### Sequential cells grouped by signal name, run 1

(4 px per µm) Other sequential cells in the stronger grey, the rest of the logic in the fainter grey.
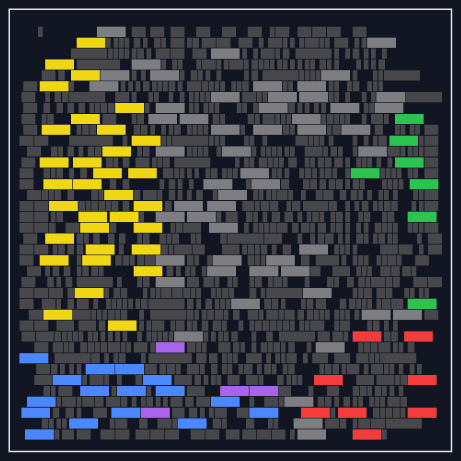
### M2 wires, run 1

(2 px per µm)
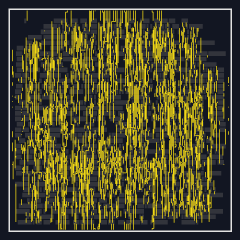
### Selected gate families, run 1

(4 px per µm)
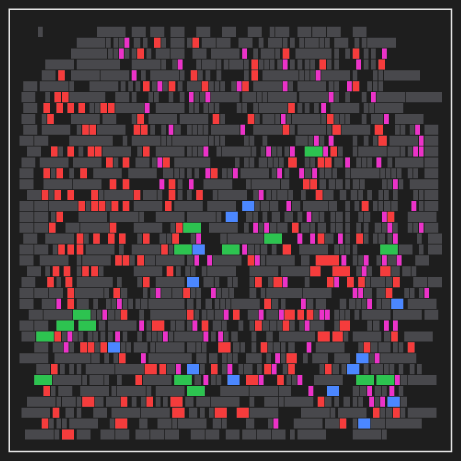
==> config.mk <==
export PLATFORM = sky130hd
export DESIGN_NAME = uart_reg_cmd
export DESIGN_NICKNAME = d
export VERILOG_FILES = /design/src/rtl/uart_reg_cmd.sv
export SDC_FILE = /design/constraint.sdc
export NUM_CORES = 1
export LEC_CHECK = 0
export ABC_AREA = 1
export CORE_MARGIN = 2
export CORE_UTILIZATION = 58
export DETAILED_ROUTE_END_ITERATION = 7
export PLACE_DENSITY = 0.86
export SETUP_SLACK_MARGIN = 0.5
export SYNTH_ARGS = -nofsm -noshare
export SYNTH_HDL_FRONTEND = slang
export SYNTH_SLANG_ARGS = --single-unit
export TNS_END_PERCENT = 1
==> constraint.sdc <==
create_clock -name clk -period 5.1 [get_ports clk]
set_input_delay 0.765 -clock clk [delete_from_list [all_inputs] [get_ports clk]]
set_output_delay 0.765 -clock clk [all_outputs]
set_load 0.05 [all_outputs]
==> impl_metrics.env, run 1 <==
# source this file to load flow results
export IMPL_timing_reg2reg_setup_slack_ns=2.03
export IMPL_final_signal_inverter_count=112
export IMPL_tool_warnings=34
export IMPL_non_cts_buffers=109
export IMPL_wire_length_of_the_first_global_routing_pass_mm=27.70
export IMPL_fp_util_pct=59.81
export IMPL_hold_ws_ns=0.4613
export IMPL_n_tap_cell=140
export IMPL_number_of_antenna_diodes=0
export IMPL_postCtsHoldBufs=0
export IMPL_max_clock_path_buffers=2
export IMPL_share_of_final_layout_standard_cells_stronger_than_drive_strength_1_pct=8.115
export IMPL_first_global_vias=6267
export IMPL_syn_nets=1074
export IMPL_grt_overflow_total=0
export IMPL_power_per_cell_area_nw_per_um2=322.5
export IMPL_synthDominantCellAreaShare_pct=37.04
export IMPL_die_w_um=110.2
export IMPL_irDropWorstVdd_uv=306.2
export IMPL_timing_critical_path_to_type="register"
export IMPL_synth_cells=1012
export IMPL_mappedNetlistArea_um2=6540
export IMPL_worstSkewPairLatency_ns=0.43
export IMPL_drcViolationCount=0
export IMPL_detail_route_iter0_violations=476
export IMPL_clk_buf_instances=17
export IMPL_worst_ep_arrival_time_ns=3.38
export IMPL_post_drt_wl_per_cell_um=13.29
export IMPL_critPathMaxFanout=61
export IMPL_antenna_violations_before_repair=0
export IMPL_ff2ff_path_depth=12
export IMPL_cts_repair_resize_count=0
export IMPL_fin_tns_setup_ns=0
export IMPL_core_region_area_um2=10940
export IMPL_numSynthFlops=121
export IMPL_grt_setup_unrepaired="false"
export IMPL_startpoint_type="register"
export IMPL_finalSetupViolations=0
export IMPL_fin_skew_ns=0.007099
export IMPL_fp_row_count=38
export IMPL_synthesis_area_per_instance_um2=6.462
export IMPL_layout_cells_largest_class="combinational gates"
export IMPL_synth_largest_area_cell="dfxtp_1"
export IMPL_place_gp_congestion=0.9052
export IMPL_cts_setup_buffers=0
export IMPL_final_critical_path_setup_slack_ns=2.034
export IMPL_routed_via_density=5.231
export IMPL_worstHoldPathType="reg2reg"
export IMPL_chipHeight_um=110.2
export IMPL_ys_warnings_count=0
export IMPL_dpl_instance_area_um2=7584
export IMPL_tritoncts_num_sinks=121
export IMPL_cts_root_buf="clkbuf_16"
export IMPL_area_share_nonclk_buffers_pct=13.13
export IMPL_drt_pass1_iterations=5
export IMPL_clock_tree_htree_level_count=4
export IMPL_critPathKind="reg2reg"
export IMPL_finalClockPeriodUsage_pct=60.11
export IMPL_static_leakage_uw=0.003726
export IMPL_gr_usage_all_layers_pct=28.62
export IMPL_drv_max_cap_violation_count=0
export IMPL_n_multi_input_combinational_cell=735
export IMPL_grt_max_degree=68
export IMPL_final_total_power_uw=2644
export IMPL_yosys_stat_area_um2=6540
export IMPL_dpl_worst_slack_ns=1.776
export IMPL_io_pins=107
export IMPL_mi_comb_area_um2=3490
export IMPL_cts_reportedPaths_clkPinSlew_ns=0.06
export IMPL_worst_slew_pin_tran_ns=1.023
export IMPL_result_of_the_run="complete, no violations"
export IMPL_tritoncts_num_buffers=17
export IMPL_post_route_ant_nets=0
export IMPL_dp_cells=1217
export IMPL_io_buffers=105
## Picture notes: 'Sequential cells grouped by signal name'
| signal | colour | placed flops |
|---|---|---|
| `tcnt_q` | red | 8 |
| `bus_wdata` | yellow | 32 |
| `bus_addr` | blue | 16 |
| `acnt_q` | purple | 4 |
| `uart_io_tx_d` | green | 7 |
not coloured: 54
seq pwr: 1010 µW
flop share of the area: 29.55%
Storage cell area: 2422 µm²
post-route core utilization: 74.97%

## Picture notes: 'M2 wires'
longest straight run: 36.1 µm
main direction: vertical
share of all routed wire: 47%
wire length on this layer: 7790 µm
nets with wire on the layer: 891
routed wire length: 16.60 mm
GR met2 Demand/Resource: 46.80%

## Picture notes: 'Selected gate families'
| family | colour | cells | most used |
|---|---|---|---|
| xor and xnor cells | blue | 13 | xor2_1 |
| inv cells | magenta | 112 | inv_1 |
| aoi and oai cells | red | 171 | o21ai_0 |
| fa/ha/maj cells | green | 15 | ha_1 |
Non-Filler Instances: 1249
combinational fraction of the cell area: 42.57%
most numerous logic cell after layout: nand2_1

run 1: cell families (layout without fill, tap and decap cells):
group / Yosys count / count (layout) / synth area share [%]
AOI/OAI and AO/OA: 174 / 174 / 14.75
adders and majority gates: 15 / 15 / 2.870
other: 1 / 1 / 0.05734
and+or+nand+nor: 532 / 532 / 33.90
DFF: 121 / 121 / 37.04
xor gates and xnor gates: 13 / 13 / 1.741
buffers and inverters: 156 / 253 / 9.642
run 1: report_power, final:
| group | internal (µW) | total (µW) | switching, µW |
|---|---|---|---|
| Clock | 778 | 1260 | 479 |
| Sequential | 982 | 1010 | 32.4 |
| Combinational | 132 | 373 | 241 |
run 1: cell usage after synthesis, drive strengths merged:
library cell  instances
nand2               282
nor2                176
dfxtp               121
inv                 111
a21oi                79
o21ai                79
nand3                54
buf                  27
clkbuf               17
ha                   15
xor2                 12
nand4                 9
nor3                  7
o22ai                 5
o211ai                4
a22oi                 2
nand3b                2
o21a                  2
a211oi                1
a21o                  1
a31oi                 1
clkinv                1
conb                  1
nor3b                 1
or2                   1
xnor2                 1
run 1: per-layer routing:
| metal | wire length [µm] | global-route usage [%] | up-vias |
|---|---|---|---|
| li1 | - | - | 3351 |
| met1 | 7502 | 36.42 | 2955 |
| met2 | 7788 | 46.80 | 201 |
| met3 | 1069 | 6.820 | 27 |
| met4 | 240 | 11.34 | 0 |
| met5 | 0 | 0 | - |
run 1: worst max-delay path, cell delays in order (launching register included):
cell and delay (ns):
dfxtp_1 0.34, nor2_2 0.23, nand3_1 0.15, nand2_1 0.11, nor2_2 0.04, nand2_2 0.21
nand2_2 0.34, inv_2 0.25, nand2_1 0.09, nand2_2 0.75, inv_1 0.22, nor2_1 0.15
nor2_1 0.06
### Layout detail, run 1

Region (35, 57) to (75, 97) µm. Cells in grey, sequential cells in the stronger grey; small squares are vias.
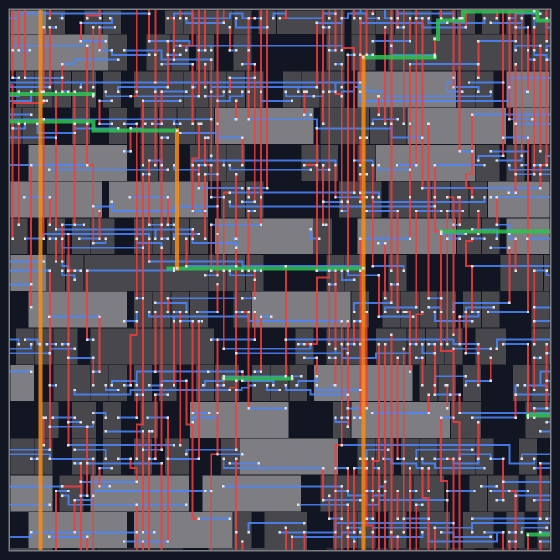

==> run 2: changes to the inputs <==
--- a/config.mk
+++ b/config.mk
@@ -7,9 +7,9 @@
 export LEC_CHECK = 0
 export ABC_AREA = 1
 export CORE_MARGIN = 2
-export CORE_UTILIZATION = 58
+export CORE_UTILIZATION = 49
 export DETAILED_ROUTE_END_ITERATION = 7
-export PLACE_DENSITY = 0.86
+export PLACE_DENSITY = 0.77
 export SETUP_SLACK_MARGIN = 0.5
 export SYNTH_ARGS = -nofsm -noshare
 export SYNTH_HDL_FRONTEND = slang
==> constraint.sdc (replaced) <==
create_clock -name clk -period 2.5 [get_ports clk]
set_input_delay 0.375 -clock clk [delete_from_list [all_inputs] [get_ports clk]]
set_output_delay 0.375 -clock clk [all_outputs]
set_load 0.05 [all_outputs]
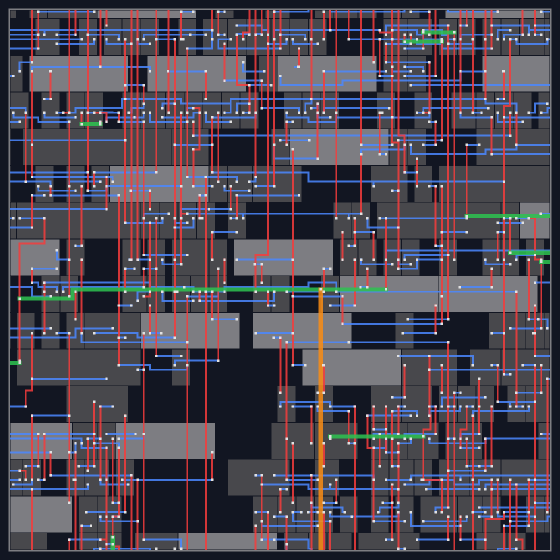
*Layout detail, run 2*
Region (40, 64) to (80, 104) µm. Cells in grey, sequential cells in the stronger grey; small squares are vias.
| layer | colour |
|---|---|
| M1 | blue |
| M3 | green |
| M4 | orange |
| M2 | red |
sequential cells in the window: 16
cells with their middle in the window: 163
most frequent: nand2_1 (45), nor2_1 (37), inv_1 (17)

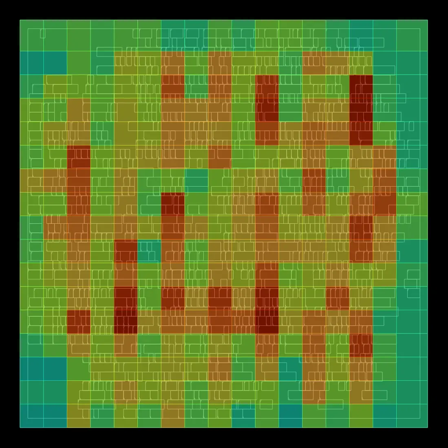
*Track usage over the die, run 2*
GR Util met1: 31.46%
highest-utilization routing layer at the global route stage: met2

==> impl_metrics.env, run 2 <==
# source this file to load flow results
export IMPL_grt_overflow_total=0
export IMPL_tritoncts_num_sinks=121
export IMPL_tool_warnings=36
export IMPL_tritoncts_num_buffers=17
export IMPL_power_per_cell_area_nw_per_um2=635.7
export IMPL_cts_repair_resize_count=4
export IMPL_netSwitchingPower_uw=1481
export IMPL_final_critical_path_setup_slack_ns=0.4733
export IMPL_yosys_cell_count_top_type="nand2_1"
export IMPL_drv_max_cap_violation_count=0
export IMPL_fp_util_pct=49.78
export IMPL_final_total_power_uw=5464
export IMPL_postCtsHoldBufs=0
export IMPL_synth_seq_share_pct=37.04
export IMPL_grt_setup_unrepaired="true"
export IMPL_synthesis_area_per_instance_um2=6.462
export IMPL_numSynthFlops=121
export IMPL_asyncSetResetFlopFracSynth_pct=0
export IMPL_worstHoldPathType="in2reg"
export IMPL_cts_reportedPaths_clkPinSlew_ns=0.05
export IMPL_internal_power_uw=3983
export IMPL_top_cells_by_count="nand2_1 (263), nor2_1 (169), dfxtp_1 (121), inv_1 (104), o21ai_0 (72)"
export IMPL_critical_path_depth=1
export IMPL_edf_count=0
export IMPL_detail_route_iter0_violations=554
export IMPL_clock_tree_htree_level_count=4
export IMPL_first_global_vias=5816
export IMPL_combPwrFrac_pct=15.3
export IMPL_min_tclk_post_route_ns=2.027
export IMPL_io_buffers=105
export IMPL_synth_main_ff_cell="dfxtp_1"
export IMPL_critPathKind="reg2out"
export IMPL_post_route_ant_nets=0
export IMPL_startpoint_type="register"
export IMPL_dpl_worst_slack_ns=-0.02972
export IMPL_routed_via_density=5.050
export IMPL_place_hpwl_mm=11.42
export IMPL_syn_nets=1074
export IMPL_ys_sh_simple_pct=33.90
export IMPL_ff2ff_path_depth=12
export IMPL_routed_wire_length_mm=16.72
export IMPL_drcViolationCount=0
export IMPL_yosys_stat_area_um2=6540
export IMPL_power_clock_fraction_pct=46.9
export IMPL_worst_slew_pin_tran_ns=0.6076
export IMPL_swShare_pct=27.11
export IMPL_max_clock_path_buffers=2
export IMPL_post_synth_main_logic_family="simple AND/OR/NAND/NOR gates"
export IMPL_post_drt_wl_per_cell_um=12.74
export IMPL_critical_path_slowest_cell="clkdlybuf4s50_1"
export IMPL_synthMuxAreaShare_pct=0
export IMPL_gr_usage_all_layers_pct=23.24
export IMPL_synth_cells=1012
export IMPL_critical_path_max_stage_delay_ns=0.84
export IMPL_fin_tns_setup_ns=0
export IMPL_io_pins=107
export IMPL_die_w_um=119.5
export IMPL_synth_largest_area_cell="dfxtp_1"
export IMPL_cp_cell_sequence="clkdlybuf4s50_1"
export IMPL_static_leakage_uw=0.003890
export IMPL_place_gp_congestion=0.9676
export IMPL_yosys_area_share_xor_xnor_pct=1.741
export IMPL_fin_skew_ns=0.008103
export IMPL_critPathMaxFanout=4
export IMPL_antenna_violations_before_repair=0
export IMPL_number_of_antenna_diodes=0
export IMPL_worstSkewPairLatency_ns=0.42
export IMPL_core_region_area_um2=13140
export IMPL_fp_row_count=42
export IMPL_irDropWorstVdd_uv=454.1
export IMPL_result_of_the_run="complete, no violations"
export IMPL_dp_cells=1271
export IMPL_synthDominantCellAreaShare_pct=37.04
export IMPL_yosys_area_share_aoi_pct=14.75
export IMPL_sequential_power_share_pct=37.8
export IMPL_cts_setup_buffers=0
export IMPL_postLayoutCoreUtil_pct=65.42
export IMPL_cts_root_buf="clkbuf_16"
export IMPL_wire_length_of_the_first_global_routing_pass_mm=27.18
export IMPL_cell_class_contributing_the_biggest_share_of_worst_path_delay="buffers and inverters"
export IMPL_ys_sh_adder_pct=2.870
export IMPL_total_buffers_and_inverters_traversed_by_the_critical_path=1
export IMPL_timing_reg2reg_setup_slack_ns=0.60
export IMPL_worst_ep_arrival_time_ns=1.65
export IMPL_grt_max_degree=60
-- run 2: netlist changes by cell type in the layout (fill, tap and decap cells not counted), moves of 4 or more --
cell / before / now
o21ai_1: 6 / 14
buf_4: 4 / 25
nand2_4: 2 / 6
nand2_1: 262 / 258
dfxtp_1: 121 / 116
inv_6: 7 / 1
o21ai_0: 72 / 64
-- run 2: routing by layer --
layer / GRT usage (%) / vias up / routed length [µm] / share of wire [%]
li1: - / 3424 / - / -
met2: 36.21 / 177 / 7569 / 45
met1: 31.46 / 3004 / 7902 / 47
met3: 6.179 / 20 / 1043 / 6.2
met4: 7.426 / 0 / 204 / 1.2
met5: 0 / - / 0 / 0
-- run 2: cells by family after synthesis --
| group | count (synthesis) |
|---|---|
| buffers and inverters | 156 |
| other | 1 |
| AND/OR/NAND/NOR | 532 |
| AND-OR/OR-AND | 174 |
| XOR/XNOR | 13 |
| flip-flops | 121 |
| adder cells (fa/ha/maj) | 15 |
-- run 2: cell type report --
class                   count  area (µm²)
fillers                  1169        4543
multi-input cells         735        3560
flip-flops and latches    121        2434
repair buffers            136        1348
clock buffers              20       436.7
inverters                 112       422.9
well taps                 176       220.2
clock inverters            12       173.9
-- run 2: power by group through the flow --
stage,Sequential [µW],Clock (µW),Combinational [µW]
5_1_grt,2070,2670,926
2_1_floorplan,2160,0,470
3_3_place_gp,2100,0,781
4_1_cts,2060,2590,798
6_report,2060,2560,834
3_5_place_dp,2100,0,785
-- run 2: per-stage QoR --
stage / cell area [µm²] / hold slack, ns
final: 8594 / 0.3428
after global routing: 8594 / 0.3704
after CTS: 8413 / 0.3323
after detailed placement: 7789 / 0.4611
after global placement: 7789 / 0.4588
after floorplan: 6540 / 0.4287
No activity file was given, so power comes from the tool's default toggle rates.
